### Met3 routing

The bar under the picture is 20 µm long.
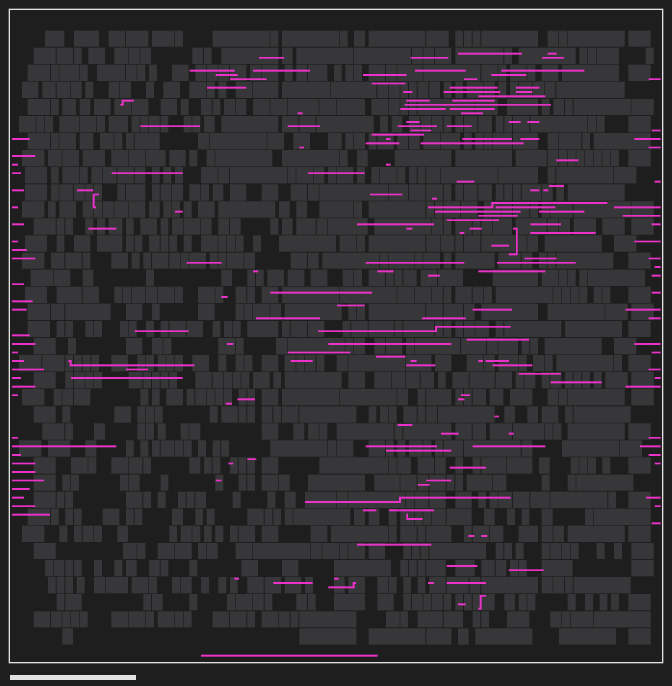
### Clock network drawn from the DEF

The bar under the picture is 20 µm long.
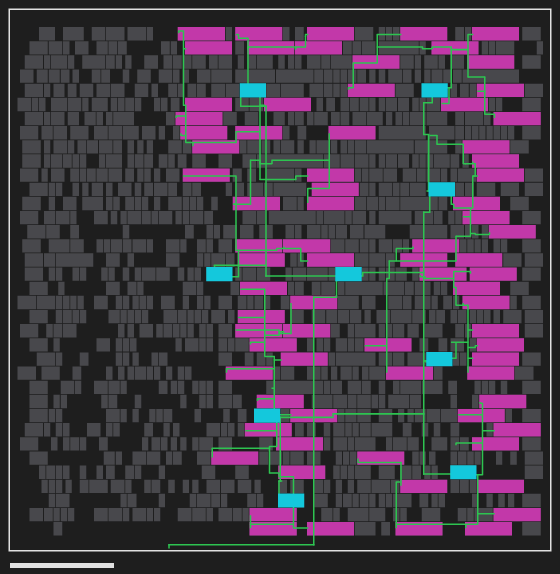
### Congestion heat map

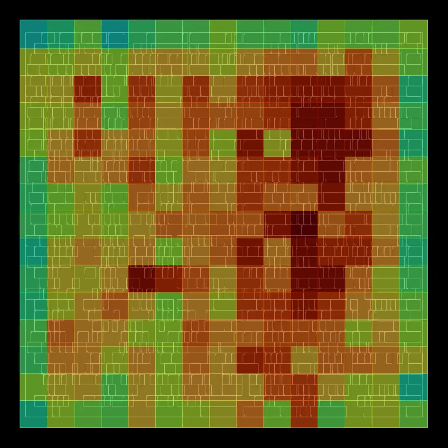
--- src/rtl/ieee_int_to_float_pkg.sv ---
// Shared field widths, constants and state encoding for the int-to-float converter.
// Used by ieee_int_to_float and ieee_i2f_round_pack.
package ieee_int_to_float_pkg;

  localparam int MAG_W      = 32;
  localparam int EXPO_W     = 8;
  localparam int FRAC_W     = 23;
  localparam int EXPO_BIAS  = 127;
  localparam int GUARD_BITS = MAG_W - 1 - FRAC_W;
  localparam int SIGN_POS   = EXPO_W + FRAC_W;
  localparam int COARSE_W   = 8;

  localparam logic [31:0] FP_POS_ZERO = 32'h0000_0000;

  typedef enum logic [1:0] {
    IDLE,
    NORM,
    DONE
  } state_t;

endpackage

--- src/rtl/ieee_i2f_round_pack.sv ---
// Round-to-nearest-even and IEEE packing of a normalized magnitude.
// mant holds the bits below the leading one.
module ieee_i2f_round_pack
  import ieee_int_to_float_pkg::*;
(
  input  logic              sign,
  input  logic [EXPO_W-1:0] expo,
  input  logic [MAG_W-2:0]  mant,
  output logic [31:0]       result,
  output logic              inexact
);

  logic [FRAC_W-1:0] frac;
  logic [FRAC_W-1:0] frac_r;
  logic              carry;
  logic              guard;
  logic              sticky;
  logic              inc;
  logic [EXPO_W-1:0] expo_r;

  assign frac   = mant[MAG_W-2 -: FRAC_W];
  assign guard  = mant[GUARD_BITS-1];
  assign sticky = |mant[GUARD_BITS-2:0];
  assign inc    = guard & (sticky | frac[0]);

  assign {carry, frac_r} = {1'b0, frac} + {{FRAC_W{1'b0}}, inc};

  // A fraction carry renormalizes to 1.0 at the next exponent.
  assign expo_r  = expo + {{(EXPO_W-1){1'b0}}, carry};
  assign result  = {sign, expo_r, frac_r};
  assign inexact = guard | sticky;

endmodule

--- src/rtl/ieee_int_to_float.sv ---
// Iterative 32-bit int to IEEE single converter with valid/ready on both sides.
// Define IEEE_I2F_COARSE_SHIFT_EN to allow 8-bit normalization steps.
module ieee_int_to_float #(
  parameter int EXPO_BIAS  = 127,
  parameter int EXPO_START = EXPO_BIAS + 31
) (
  input  logic        clk,
  input  logic        reset,
  input  logic        in_valid,
  output logic        in_ready,
  input  logic [31:0] in_int,
  input  logic        in_unsigned,
  output logic        out_valid,
  input  logic        out_ready,
  output logic [31:0] out_float,
  output logic        out_inexact
);

  import ieee_int_to_float_pkg::*;

  localparam logic [EXPO_W-1:0] EXPO_INIT = EXPO_W'(EXPO_START);

  state_t            state, state_n;
  logic              sign, sign_n;
  logic [MAG_W-1:0]  mag, mag_n;
  logic [EXPO_W-1:0] expo, expo_n;
  logic              valid_n;
  logic [31:0]       float_n;
  logic              inexact_n;

  logic              acc_sign;
  logic [MAG_W-1:0]  acc_mag;
  logic [31:0]       pk_result;
  logic              pk_inexact;

  assign acc_sign = in_int[31] & ~in_unsigned;
  // 0x80000000 negates to itself, which is already the right magnitude.
  assign acc_mag  = acc_sign ? -in_int : in_int;
  assign in_ready = (state == IDLE);

  ieee_i2f_round_pack u_round_pack (
    .sign    (sign),
    .expo    (expo),
    .mant    (mag[MAG_W-2:0]),
    .result  (pk_result),
    .inexact (pk_inexact)
  );

  always_ff @(posedge clk or posedge reset) begin
    if (reset) begin
      state       <= IDLE;
      sign        <= 1'b0;
      mag         <= '0;
      expo        <= '0;
      out_valid   <= 1'b0;
      out_float   <= FP_POS_ZERO;
      out_inexact <= 1'b0;
    end else begin
      state       <= state_n;
      sign        <= sign_n;
      mag         <= mag_n;
      expo        <= expo_n;
      out_valid   <= valid_n;
      out_float   <= float_n;
      out_inexact <= inexact_n;
    end
  end

  always_comb begin
    state_n   = state;
    sign_n    = sign;
    mag_n     = mag;
    expo_n    = expo;
    valid_n   = out_valid;
    float_n   = out_float;
    inexact_n = out_inexact;
    unique case (state)
      IDLE: begin
        if (in_valid) begin
          sign_n = acc_sign;
          mag_n  = acc_mag;
          expo_n = EXPO_INIT;
          if (acc_mag == '0) begin
            state_n   = DONE;
            valid_n   = 1'b1;
            float_n   = FP_POS_ZERO;
            inexact_n = 1'b0;
          end else begin
            state_n = NORM;
          end
        end
      end
      NORM: begin
        if (mag[MAG_W-1]) begin
          state_n   = DONE;
          valid_n   = 1'b1;
          float_n   = pk_result;
          inexact_n = pk_inexact;
        end else begin
`ifdef IEEE_I2F_COARSE_SHIFT_EN
          if (mag[MAG_W-1 -: COARSE_W] == '0) begin
            mag_n  = mag << COARSE_W;
            expo_n = expo - EXPO_W'(COARSE_W);
          end else begin
            mag_n  = mag << 1;
            expo_n = expo - 1'b1;
          end
`else
          mag_n  = mag << 1;
          expo_n = expo - 1'b1;
`endif
        end
      end
      DONE: begin
        if (out_ready) begin
          state_n = IDLE;
          valid_n = 1'b0;
        end
      end
      default: state_n = IDLE;
    endcase
  end

endmodule

--- config.mk ---
export PLATFORM = sky130hd
export DESIGN_NAME = ieee_int_to_float
export DESIGN_NICKNAME = d
export VERILOG_FILES = /design/src/rtl/ieee_int_to_float_pkg.sv /design/src/rtl/ieee_i2f_round_pack.sv /design/src/rtl/ieee_int_to_float.sv
export SDC_FILE = /design/constraint.sdc
export NUM_CORES = 1
export LEC_CHECK = 0
export ABC_AREA = 1
export CORE_MARGIN = 1
export CORE_UTILIZATION = 51
export CTS_CLUSTER_SIZE = 8
export DETAILED_ROUTE_END_ITERATION = 16
export PLACE_DENSITY = 0.79
export SKIP_LAST_GASP = 1
export SLEW_MARGIN = 10
export SYNTH_ARGS = -nofsm -noshare
export SYNTH_HDL_FRONTEND = slang
export SYNTH_SLANG_ARGS = --single-unit
--- constraint.sdc ---
create_clock -name clk -period 2.8 [get_ports clk]
set_clock_uncertainty 0.1 [all_clocks]
set_input_delay 0.42 -clock clk [delete_from_list [all_inputs] [get_ports clk]]
set_output_delay 0.42 -clock clk [all_outputs]
set_load 0.01 [all_outputs]
==> datasheet_impl.txt <==
Table: implementation figures

Parameter                              Value

Run status
  Result of the run    finished, violations left
  Violations in the final reports    negative setup slack

Synthesis
  Cell Type Count    35
  Top area contributor share    approximately 36%
  Dominant register cell    dfrtp_1
  Synthesized-area fraction occupied by ao, oa, aoi and oai cells    approximately an eighth
  Number of warnings reported in the yosys synthesis log    0
  Most instantiated library cell after synthesis    nand2_1
  Synthesized netlist cell count    roughly 800
  Adder and majority gate portion of the synthesized area    1.42%
  Top cells by instance count after synthesis    nand2_1 (255), nor2_1 (112), nand3_1 (86)

Pwr
  VDD IR max    slightly below 700 µV
  Power of the combinational group    around 3.7 mW

Final layout
  Leading cell types in the layout, fill and taps excluded    nand2_1 (244), buf_4 (129), nor2_1 (91)
  Number of nets in the final layout    between 1,000 and 1,500
  Largest registers    mag x32, out_float x32, expo x8
  Layout Cell Area excl Fill    around 7700 µm²
  Count of placed standard cells in the final layout, fillers left out    between 1,000 and 1,500

Final timing
  Final count of hold timing violations    0
  Accumulated negative setup slack    -5.84 ns
  Ratio of final minimum period to clock period    122%
  Highest clock rate    around 290 MHz
  Min setup slack post-route    -0.614 ns
  Final hold slack    between 0.3 and 0.4 ns
  Finish-stage setup viols    21

Clocking
  Resized cells post-CTS    24
  Post-CTS repair timing setup buffer count    19
  Max clock buf depth    2
  Clock Root Buffer    clkbuf_8
  Late-Pin Clk Latency    about 0.37 ns

Min path
  Worst hold-check path type    flip-flop to flip-flop
  Worst hold path cell count    2

Placed design
  Minimum setup slack after placement    -0.648 ns
  RD Place Congestion    just over 0.9
  Detailed-placement wirelength estimate    between 10,000 and 15,000 µm

Worst setup path
  Crit end category    flip-flop
  Slowest stage cell on the critical path    dfrtp_1
  Data arrival time of the critical path    3.62 ns
  Family with the most delay on the worst path    simple AND/OR/NAND/NOR gates

Routing
  Drt initial violations    approximately 550

Global route
  Pin count of the biggest net entering global routing    between 50 and 60
  Via count of the first global-routing pass    5,762
About 'Met3 routing':
The layer carries 978 µm of wire. 146 nets have wire on it. The layer holds 5.7% of the routed length. The wires run mostly horizontal. The longest straight run is 27.8 µm.

About 'Clock network drawn from the DEF':
Cyan is cells driving clock nets, count 9. Green is clock wires, length 937 µm. Magenta is flip-flops, count 77.
There are 10 routed clock nets.

About 'Congestion heat map':
met1 track demand over resource in global routing: 39.3%
fraction of the core area covered by cells at the end of the flow: 77.4%
average wire per standard cell: 15.3 µm
total global routing track utilization: 30.7%

[worst max path at each step]
stage,from,endpoint,slack [ns],cells past startpoint
after floorplan,mag[3],out_float[29],-0.23,22
after global placement,mag[6],out_float[29],-0.44,23
after detailed placement,mag[3],out_float[30],-0.65,23
after CTS,mag[6],out_float[30],-0.61,23
after global routing,mag[2],out_float[28],-0.80,22
final,mag[0],out_float[28],-0.61,22
[routing by layer]
layer	part of all wire (%)	track usage [%]
met1	41	39.3
met2	48	51.9
met3	5.7	4.91
met4	4.6	11.6
met5	0	0
[area by class of cell]
cell class	instances	area share (%)
clock buffers	10	1.79
clock inverters	6	1.43
inverters	74	3.62
multi-input cells	625	42.2
flip-flops and latches	77	25.1
well taps	133	2.17
repair buffers	209	23.7
No activity file was given, so power comes from the tool's default toggle rates.
